**Routing congestion**

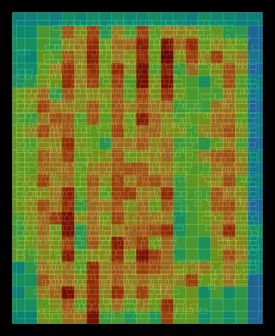
**Clock network drawn from the DEF**

Scale: 2 px per micron.
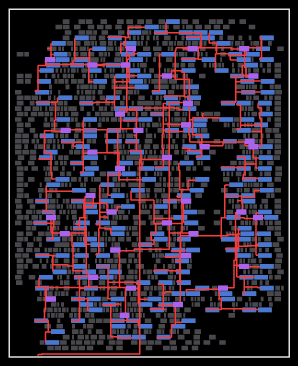
**Wires at chosen ports, followed through buffers**

Scale: 1.5 px per micron.
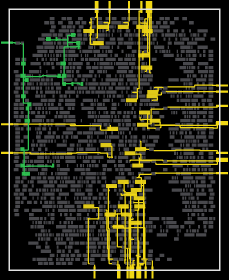
**M4 wires**

Scale: 2 px per micron. Supply wires on this layer in grey.
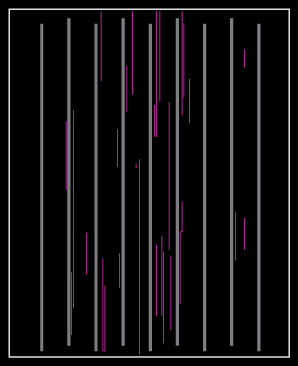
**Placement density heat map**

Scale: 2 px per micron. The die is cut into 14 by 17 equal tiles; dark blue is low, red is high, 0 to 100% covered.
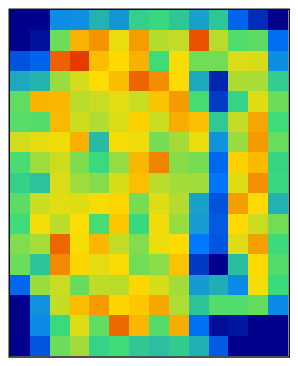
--- src/rtl/if_stage_pipe.sv ---
// Instruction-fetch stage: fetch PC, redirect selection, req/ready memory port,
// and an IF/ID register with stall, flush and a one-entry skid buffer.
module if_stage_pipe #(
  parameter int              XLEN     = 32,
  parameter logic [XLEN-1:0] RESET_PC = 32'h0000_0000,
  parameter int              PC_STEP  = 4,
  parameter logic [XLEN-1:0] NOP_INST = 32'h0000_0000
) (
  input  logic            clk,
  input  logic            rst,
  input  logic            stall_id,
  input  logic            branch_or_pc,
  input  logic            Jump,
  input  logic [XLEN-1:0] branch_addr,
  input  logic [XLEN-1:0] jump_addr,
  output logic            imem_req,
  output logic [XLEN-1:0] imem_addr,
  input  logic            imem_ready,
  input  logic [XLEN-1:0] imem_rdata,
  output logic [XLEN-1:0] pc,
  output logic [XLEN-1:0] pc_id,
  output logic [XLEN-1:0] next_pc_id,
  output logic [XLEN-1:0] inst_id,
  output logic            valid_id
);

  localparam logic [XLEN-1:0] STEP = XLEN'(PC_STEP);

  typedef enum logic {S_REQ = 1'b0, S_DROP = 1'b1} state_t;

  state_t          state_r, state_next_s;
  logic            redirect_s, accept_s, waiting_s;
  logic [XLEN-1:0] target_s, pc_next_s, addr_next_s;
  logic            req_next_s, skid_valid_next_s;
  logic            skid_valid_r;
  logic [XLEN-1:0] skid_inst_r, skid_pc_r;

  assign redirect_s = branch_or_pc | Jump;
  assign target_s   = branch_or_pc ? branch_addr : jump_addr;
  assign waiting_s  = imem_req & ~imem_ready;
  assign accept_s   = imem_req & imem_ready & (state_r == S_REQ) & ~redirect_s;

  // FSM state register
  always_ff @(posedge clk) begin
    if (rst) state_r <= S_REQ;
    else     state_r <= state_next_s;
  end

  // FSM next state: a redirect while the request is still pending kills it
  always_comb begin
    state_next_s = state_r;
    case (state_r)
      S_REQ: begin
        if (waiting_s && redirect_s) state_next_s = S_DROP;
        else                         state_next_s = S_REQ;
      end
      S_DROP: begin
        if (imem_ready) state_next_s = S_REQ;
        else            state_next_s = S_DROP;
      end
      default: state_next_s = S_REQ;
    endcase
  end

  // Next PC, skid occupancy and the next request; a new request is issued only
  // when nothing is pending and the skid will be empty after this cycle
  always_comb begin
    pc_next_s         = pc;
    skid_valid_next_s = skid_valid_r;
    req_next_s        = imem_req;
    addr_next_s       = imem_addr;
    if (redirect_s)    pc_next_s = target_s;
    else if (accept_s) pc_next_s = pc + STEP;
    else               pc_next_s = pc;
    if (redirect_s)             skid_valid_next_s = 1'b0;
    else if (!stall_id)         skid_valid_next_s = 1'b0;
    else if (accept_s)          skid_valid_next_s = 1'b1;
    else                        skid_valid_next_s = skid_valid_r;
    if (waiting_s) begin
      req_next_s  = 1'b1;
      addr_next_s = imem_addr;
    end else if (!skid_valid_next_s) begin
      req_next_s  = 1'b1;
      addr_next_s = pc_next_s;
    end else begin
      req_next_s  = 1'b0;
      addr_next_s = imem_addr;
    end
  end

  // PC, memory request and skid registers
  always_ff @(posedge clk) begin
    if (rst) begin
      pc           <= RESET_PC;
      imem_req     <= 1'b0;
      imem_addr    <= RESET_PC;
      skid_valid_r <= 1'b0;
      skid_inst_r  <= NOP_INST;
      skid_pc_r    <= {XLEN{1'b0}};
    end else begin
      pc           <= pc_next_s;
      imem_req     <= req_next_s;
      imem_addr    <= addr_next_s;
      skid_valid_r <= skid_valid_next_s;
      if (stall_id && accept_s) begin
        skid_inst_r <= imem_rdata;
        skid_pc_r   <= imem_addr;
      end
    end
  end

  // IF/ID register: flush beats stall; skid content drains before new responses
  always_ff @(posedge clk) begin
    if (rst) begin
      pc_id      <= {XLEN{1'b0}};
      next_pc_id <= {XLEN{1'b0}};
      inst_id    <= NOP_INST;
      valid_id   <= 1'b0;
    end else if (redirect_s) begin
      inst_id  <= NOP_INST;
      valid_id <= 1'b0;
    end else if (!stall_id) begin
      if (skid_valid_r) begin
        pc_id      <= skid_pc_r;
        next_pc_id <= skid_pc_r + STEP;
        inst_id    <= skid_inst_r;
        valid_id   <= 1'b1;
      end else if (accept_s) begin
        pc_id      <= imem_addr;
        next_pc_id <= imem_addr + STEP;
        inst_id    <= imem_rdata;
        valid_id   <= 1'b1;
      end else begin
        inst_id  <= NOP_INST;
        valid_id <= 1'b0;
      end
    end
  end

endmodule

--- config.mk ---
export PLATFORM = sky130hd
export DESIGN_NAME = if_stage_pipe
export DESIGN_NICKNAME = d
export VERILOG_FILES = /design/src/rtl/if_stage_pipe.sv
export SDC_FILE = /design/constraint.sdc
export NUM_CORES = 1
export LEC_CHECK = 0
export CORE_ASPECT_RATIO = 1.25
export CORE_MARGIN = 2
export CORE_UTILIZATION = 45
export CTS_BUF_LIST = sky130_fd_sc_hd__clkbuf_8
export CTS_CLUSTER_DIAMETER = 50
export DETAILED_ROUTE_END_ITERATION = 8
export PLACE_DENSITY_LB_ADDON = 0.3
export REMOVE_ABC_BUFFERS = 1
export SYNTH_ARGS = -nofsm -noshare
export SYNTH_HDL_FRONTEND = slang
export SYNTH_SLANG_ARGS = --single-unit
--- constraint.sdc ---
create_clock -name clk -period 7.75 [get_ports clk]
set_clock_uncertainty 0.2 [all_clocks]
set_input_delay 1.9375 -clock clk [delete_from_list [all_inputs] [get_ports clk]]
set_output_delay 1.9375 -clock clk [all_outputs]
set_load 0.01 [all_outputs]
==> flow_summary.toml <==
# physical design summary
[cells_and_area]
final_cell_mix = "clkdlybuf4s50_1, dfxtp_1, nand2_1, a21oi_1, nor2_1"
final_util = 0.613
inverters = 10
comb_area_share = 0.387
logic_gate_count = 890
largestClassByArea = "multi-input combinational cells"
buffers_excl_clock = 278
nClkBuffers = 50
buf_share = 0.200
ff_count = 226
nFillCells = 1995
clkCellAreaFrac = 0.0543
fin_nets = 1547
seq-cell-share = 0.330

[power_and_ir_drop]
power_mw = 2.63
power.leakage_nw = 4.68

[worst_hold_path]
hold_class = "register to register"
hold_path_depth = 2
hold_end = "next_pc_id[7]$_SDFFE_PP0P_"

[sta]
slew_headroom = 0.196
layout_setup_ws_ps = 3070
rsz0062_at_grt = "false"
fin_setup_tns_ps = 0
min_period_over_period = 0.604
setup_viol = 0

[setup_path]
arrival_ps = 4850
r2r_slack_ps = 3840
slowest_stage = "clkinv_1"
start_kind = "input port"
crit_path_frequent_cell = "buf_4"
crit_path_max_incr_delay_ps = 1210
crit_type = "input port to register"

[yosys]
syn_area_sq_mm = 0.0103
edf_count = 0
yosys_warnings = 0
netlist.area_leader.share = 0.440
async_flop_share = 0
ys_types = 75
flop_cell = "dfxtp_1"
numSynthFlops = 226
common_cells = "dfxtp_1, nand2_1, a21oi_1, nor2_1, nor3_1"

[grt]
antenna_found_initial = 0
grt_pass1_vias = 9344
grt_max_degree = 85
grt_pass1_wl_microns = 48900
use_met3 = 0.0479

[floorplanning]
die_h_microns = 173
die_w_microns = 139
die_area_sq_mm = 0.0241
coreArea_sq_mm = 0.0224

[clock_tree]
clockRootBuffer = "clkbuf_8"
clock_latency_ps = 510
postCtsSetupRepairBufs = 0

[run_status]
outcome = "finished clean"

[drt]
antenna_left = 0

[place]
dp.cells = 1687
-- 'routing congestion' (at the start) --
grt met2 use: 0.402
wire length per cell: 17.5 microns
Tot GR Track Use: 0.243

-- 'clock network drawn from the DEF' (at the start) --
[red] clock wires | length: 2950 microns
[blue] flip-flops | count: 226
[purple] clock drivers | count: 37
routed clock nets	38

-- 'wires at chosen ports, followed through buffers' (at the start) --
colour	port	bits	direction	edge	end cells	buffers	wire
green	`branch_or_pc`	1	input	left	25	2	244 microns
yellow	`next_pc_id`	32	output	12 bottom, 9 top, 9 right, 2 left	32	32	1620 microns

-- 'M4 wires' (at the start) --
longest straight run	98.6 microns
share of all routed wire	3.5%
nets with wire on the layer	24

-- 'placement density heat map' (at the start) --
tiles over 75% full	22%
mean over tiles	55%
emptiest ninth of the die	bottom right
fullest tile	93%

## kinds of logic after synthesis
logic type                 after synthesis  synth area share
AOI/OAI and AO/OA                      318             0.212
xor gates and xnor gates                16            0.0136
adders and majority gates                2           0.00243
buffers and inverters                  111            0.0471
DFF                                    226             0.440
muxes                                   39            0.0385
and+or+nand+nor                        515             0.246
## metal layers
| metal | part of all wire | wire, microns |
|---|---|---|
| met4 | 0.035 | 1060 |
| met5 | 0 | 0 |
| met2 | 0.47 | 14500 |
| met3 | 0.071 | 2180 |
| met1 | 0.42 | 12900 |
## power breakdown
| group | internal, mW | total [mW] | switching [mW] |
|---|---|---|---|
| combinational | 0.170 | 0.337 | 0.167 |
| clock | 0.572 | 1.04 | 0.464 |
| sequential | 1.20 | 1.26 | 0.0541 |
No activity file was given, so power comes from the tool's default toggle rates.
